## src/rtl/ex_muldiv_pkg.sv

```systemverilog
// Decode constants, FSM states and the result-select helper shared
// by the ex_muldiv EX-stage multiply/divide unit.
package ex_muldiv_pkg;

    localparam int MD_XLEN = 32;

    localparam logic [6:0] INST_TYPE_R_M = 7'b0110011;
    localparam logic [6:0] FUNCT7_M      = 7'b0000001;

    localparam logic [2:0] INST_MUL    = 3'b000;
    localparam logic [2:0] INST_MULH   = 3'b001;
    localparam logic [2:0] INST_MULHSU = 3'b010;
    localparam logic [2:0] INST_MULHU  = 3'b011;
    localparam logic [2:0] INST_DIV    = 3'b100;
    localparam logic [2:0] INST_DIVU   = 3'b101;
    localparam logic [2:0] INST_REM    = 3'b110;
    localparam logic [2:0] INST_REMU   = 3'b111;

    localparam logic [31:0] INST_NOP = 32'h0000_0013;

    typedef enum logic [1:0] {
        MD_IDLE = 2'd0,
        MD_CALC = 2'd1,
        MD_DONE = 2'd2
    } md_state_e;

    typedef enum logic {
        STEP_MUL = 1'b0,
        STEP_DIV = 1'b1
    } step_mode_e;

    // acc holds the magnitude result: product, or {remainder, quotient}
    function automatic logic [31:0] md_result(
        input logic [2:0]  f3,
        input logic [63:0] acc,
        input logic        q_neg,
        input logic        r_neg
    );
        logic [63:0] prod;
        logic [31:0] quo;
        logic [31:0] rem;
        logic [31:0] res;
        prod = q_neg ? -acc : acc;
        quo  = q_neg ? -acc[31:0] : acc[31:0];
        rem  = r_neg ? -acc[63:32] : acc[63:32];
        res  = '0;
        unique case (1'b1)
            (f3 == INST_MUL):            res = prod[31:0];
            (!f3[2] && f3 != INST_MUL):  res = prod[63:32];
            (f3[2] && !f3[1]):           res = quo;
            default:                     res = rem;
        endcase
        return res;
    endfunction

endpackage

```

## src/rtl/muldiv_step.sv

```systemverilog
// One radix-2 iteration: shift-add multiply or restoring divide.
import ex_muldiv_pkg::*;

module muldiv_step (
    input  step_mode_e  mode_i,
    input  logic [63:0] acc_i,
    input  logic [31:0] opnd_i,
    input  logic [4:0]  idx_i,
    output logic [63:0] acc_o
);

    logic [32:0] sum;
    logic [32:0] rem_sh;
    logic [32:0] diff;
    logic [4:0]  bit_pos;

    always_comb begin
        acc_o   = acc_i;
        sum     = '0;
        rem_sh  = '0;
        diff    = '0;
        bit_pos = 5'd31 - idx_i;
        if (mode_i == STEP_MUL) begin
            sum   = {1'b0, acc_i[63:32]}
                  + (acc_i[0] ? {1'b0, opnd_i} : 33'd0);
            acc_o = {sum, acc_i[31:1]};
        end else begin
            // dividend bit is consumed in place and replaced by the quotient bit
            rem_sh = {acc_i[63:32], acc_i[bit_pos]};
            diff   = rem_sh - {1'b0, opnd_i};
            if (!diff[32]) begin
                acc_o[63:32]   = diff[31:0];
                acc_o[bit_pos] = 1'b1;
            end else begin
                acc_o[63:32]   = rem_sh[31:0];
                acc_o[bit_pos] = 1'b0;
            end
        end
    end

endmodule

```

## src/rtl/ex_muldiv.sv

```systemverilog
// Multi-cycle RV32M multiply/divide for the EX stage.
// MULDIV_FAST_MUL_EN: single-cycle 33x33 multiply, CALC used by divides only.
import ex_muldiv_pkg::*;

module ex_muldiv #(
    parameter int XLEN  = 32,
    parameter int CNT_W = 5
) (
    input  logic            clk,
    input  logic            rst_n,
    input  logic [XLEN-1:0] op1_i,
    input  logic [XLEN-1:0] op2_i,
    input  logic [31:0]     inst_i,
    input  logic [4:0]      reg_waddr_i,
    input  logic            flush_i,
    output logic            hold_o,
    output logic            busy_o,
    output logic            reg_we_o,
    output logic [4:0]      reg_waddr_o,
    output logic [XLEN-1:0] reg_wdata_o
);

    logic [6:0] opcode;
    logic [6:0] funct7;
    logic [2:0] funct3;
    logic       is_mop;
    logic       start;
    logic       a_signed;
    logic       b_signed;
    logic       a_neg;
    logic       b_neg;
    logic       unused_inst;

    logic [XLEN-1:0] a_abs;
    logic [XLEN-1:0] b_abs;

    md_state_e  state_q, state_d;
    step_mode_e step_mode;

    logic [CNT_W-1:0]  cnt_q, cnt_d;
    logic [2*XLEN-1:0] acc_q, acc_d;
    logic [2*XLEN-1:0] step_acc;
    logic [XLEN-1:0]   opnd_q, opnd_d;
    logic [XLEN-1:0]   result_q, result_d;
    logic [2:0]        f3_q, f3_d;
    logic [4:0]        waddr_q, waddr_d;
    logic              qneg_q, qneg_d;
    logic              rneg_q, rneg_d;
    logic              busy_q, busy_d;

    assign opcode      = inst_i[6:0];
    assign funct7      = inst_i[31:25];
    assign funct3      = inst_i[14:12];
    assign unused_inst = ^{inst_i[24:15], inst_i[11:7]};

    assign is_mop = (opcode == INST_TYPE_R_M) && (funct7 == FUNCT7_M);
    assign start  = (state_q == MD_IDLE) && is_mop && !flush_i;

    always_comb begin
        a_signed = 1'b0;
        b_signed = 1'b0;
        unique case (1'b1)
            (funct3 == INST_MULH),
            (funct3 == INST_DIV),
            (funct3 == INST_REM): begin
                a_signed = 1'b1;
                b_signed = 1'b1;
            end
            (funct3 == INST_MULHSU): a_signed = 1'b1;
            default: ;
        endcase
    end

    assign a_neg = a_signed && op1_i[XLEN-1];
    assign b_neg = b_signed && op2_i[XLEN-1];
    assign a_abs = a_neg ? -op1_i : op1_i;
    assign b_abs = b_neg ? -op2_i : op2_i;

`ifdef MULDIV_FAST_MUL_EN
    logic signed [2*XLEN+1:0] fast_p;
    logic [XLEN-1:0]          fast_res;

    always_comb begin
        fast_p   = $signed({a_signed & op1_i[XLEN-1], op1_i})
                 * $signed({b_signed & op2_i[XLEN-1], op2_i});
        fast_res = (funct3 == INST_MUL) ? fast_p[XLEN-1:0]
                                        : fast_p[2*XLEN-1:XLEN];
    end
`endif

    assign step_mode = f3_q[2] ? STEP_DIV : STEP_MUL;

    muldiv_step u_step (
        .mode_i (step_mode),
        .acc_i  (acc_q),
        .opnd_i (opnd_q),
        .idx_i  (cnt_q),
        .acc_o  (step_acc)
    );

    always_comb begin
        state_d  = state_q;
        cnt_d    = cnt_q;
        acc_d    = acc_q;
        opnd_d   = opnd_q;
        result_d = result_q;
        f3_d     = f3_q;
        waddr_d  = waddr_q;
        qneg_d   = qneg_q;
        rneg_d   = rneg_q;
        unique case (state_q)
            MD_IDLE: begin
                if (start) begin
                    f3_d    = funct3;
                    waddr_d = reg_waddr_i;
                    opnd_d  = b_abs;
                    acc_d   = {{XLEN{1'b0}}, a_abs};
                    cnt_d   = '0;
                    qneg_d  = a_neg ^ b_neg;
                    rneg_d  = a_neg;
                    state_d = MD_CALC;
                    if (funct3[2] && op2_i == '0) begin
                        result_d = funct3[1] ? op1_i : '1;
                        state_d  = MD_DONE;
                    end
`ifdef MULDIV_FAST_MUL_EN
                    else if (!funct3[2]) begin
                        result_d = fast_res;
                        state_d  = MD_DONE;
                    end
`endif
                end
            end
            MD_CALC: begin
                if (flush_i) begin
                    state_d = MD_IDLE;
                end else begin
                    acc_d = step_acc;
                    cnt_d = cnt_q + CNT_W'(1);
                    if (cnt_q == {CNT_W{1'b1}}) begin
                        result_d = md_result(f3_q, step_acc,
                                             qneg_q, rneg_q);
                        state_d  = MD_DONE;
                    end
                end
            end
            MD_DONE: state_d = MD_IDLE;
            default: state_d = MD_IDLE;
        endcase
        busy_d = (state_d != MD_IDLE);
    end

    always_ff @(posedge clk or negedge rst_n) begin
        if (!rst_n) begin
            state_q  <= MD_IDLE;
            cnt_q    <= '0;
            acc_q    <= '0;
            opnd_q   <= '0;
            result_q <= '0;
            f3_q     <= '0;
            waddr_q  <= '0;
            qneg_q   <= 1'b0;
            rneg_q   <= 1'b0;
            busy_q   <= 1'b0;
        end else begin
            state_q  <= state_d;
            cnt_q    <= cnt_d;
            acc_q    <= acc_d;
            opnd_q   <= opnd_d;
            result_q <= result_d;
            f3_q     <= f3_d;
            waddr_q  <= waddr_d;
            qneg_q   <= qneg_d;
            rneg_q   <= rneg_d;
            busy_q   <= busy_d;
        end
    end

    // DONE drops hold so the pipeline advances on the write-back cycle
    assign hold_o      = start || (state_q == MD_CALC && !flush_i);
    assign busy_o      = busy_q;
    assign reg_we_o    = (state_q == MD_DONE) && (waddr_q != '0)
                      && !flush_i;
    assign reg_waddr_o = waddr_q;
    assign reg_wdata_o = result_q;

endmodule

```

## config.mk

```make
export PLATFORM = sky130hd
export DESIGN_NAME = ex_muldiv
export DESIGN_NICKNAME = d
export VERILOG_FILES = /design/src/rtl/ex_muldiv_pkg.sv /design/src/rtl/muldiv_step.sv /design/src/rtl/ex_muldiv.sv
export SDC_FILE = /design/constraint.sdc
export NUM_CORES = 1
export LEC_CHECK = 0
export CAP_MARGIN = 30
export CORE_UTILIZATION = 40
export CTS_CLUSTER_DIAMETER = 60
export DETAILED_ROUTE_END_ITERATION = 10
export HOLD_SLACK_MARGIN = 0.1
export PLACE_DENSITY = 0.7
export SYNTH_ARGS = -nofsm -noshare
export SYNTH_HDL_FRONTEND = slang
export SYNTH_HIERARCHICAL = 1
export SYNTH_SLANG_ARGS = --single-unit
```

## constraint.sdc

```tcl
create_clock -name clk -period 22.7 [get_ports clk]
set_clock_uncertainty 0.15 [all_clocks]
set_input_delay 4.54 -clock clk [delete_from_list [all_inputs] [get_ports clk]]
set_output_delay 4.54 -clock clk [all_outputs]
set_load 0.01 [all_outputs]
```

**Clock network drawn from the DEF**

The bar under the picture is 50 um long.
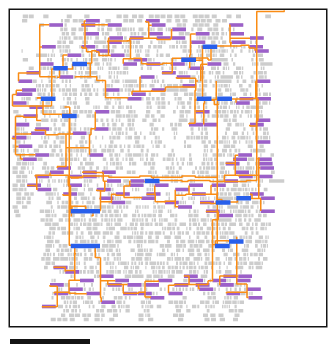
[clock wires] orange | length: 2420 um
[flip-flops] purple | count: 146
[clock drivers] blue | count: 17
routed clock nets	18

**Clock nets**

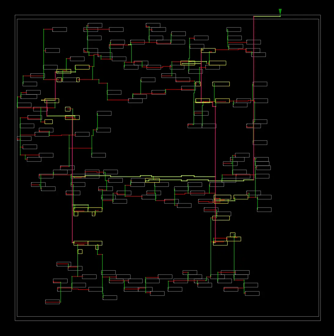
clkbuf count: 18
CTS buffer count: 17
clk_lat worst skew: 450 ps
Clock net power: 0.311 mW

**Close-up of the layout**

Window x 79 to 119, y 79 to 119 um. Cells in grey, sequential cells in the stronger grey; small squares are vias.
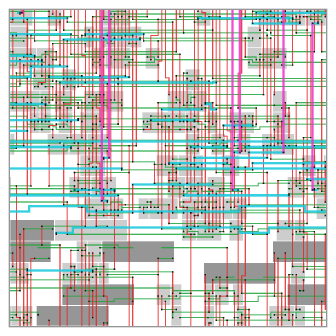
layer	colour
metal 4	magenta
metal 2	red
metal 3	cyan
metal 1	green
sequential cells in the window	8
netlist names of flops here include	acc_q (8)
most frequent	nand2_1 (24), o21ai_0 (14)
cells with their middle in the window	111

==> changes_impl.md <==
### Implementation results

* Worst EP arrival at 7750 ps
* HP Class: register to register
* Status: completed
* Post_cts resized at 0
* Via count at approximately 16000
* Detailed Routing Iterations Pass 1 at 5
* Area leader share at between 20% and 30%
* CP max-delay cell: or4b_2
* Pre-CTS setup slack at slightly above 10000 ps
* Fin crit period at 12440 ps
* # rows at 71
* Worst setup EP type: output port
* RR Endpoint: reg_wdata_o[19]$_DFFE_PN0P_
* Inverters at between 70 and 80
* # setup viols final at 0
* Tool Warnings at 41
* Layout cells sized above 1 at roughly 5.4%
* Max cap viols at 0
* End of the worst hold path: reg_wdata_o[30]$_DFFE_PN0P_
* Cell taking the most area after synthesis: dfrtp_1
* Hold WS at 348.9 ps
* Total combinational power at 0.0906 mW
* Seq/total area at between 20% and 30%
* Area reported by Yosys stat at 15440 sq um
* Most frequent cells in the layout: nand2_1 (263), nor2_1 (207), o21ai_0 (200)
* Most numerous logic cell after layout: nand2_1
* Synth top area cells: dfrtp_1 (24%), o21ai_0 (6.5%), nand2_1 (6.4%)
* Max reg flops at 64
* Ys flops at 146
* Most numerous cell in the Yosys netlist: nand2_1
* Die Ht at 198.5 um
* Clock-cell share at 3.520%
* Yosys cell count at about 2100
* Fin Setup TNS at 0 ps
* Drt drc at 0
* Post-synth EDFFs at 0
* Grt met2 use at 46.33%
* Critical path required time at 18010 ps
* Met2 WL at 25.53 mm
* Clock Root Buffer: clkbuf_16
* Die width at 198.5 um
* Flops at 146
* Seq pwr at ~0.27 mW
* Warnings from Yosys at 6
* First-pass GRT wire length at 86.54 mm
* Leakage power at 7.350 nW
* Port buffer count at approximately 130
* Mapped Avg Cell Area at about 7.4 sq um
* Simple share at 24.33%
* Peak VDD IR at 0.00004970 V
* Core Util, Final at 46.87%
* Clk sink count at 146
* Fin nets at between 2000 and 2500
* Antenna diodes at 1
* CTS tree: yes
Power and IR drop assume default switching activity.
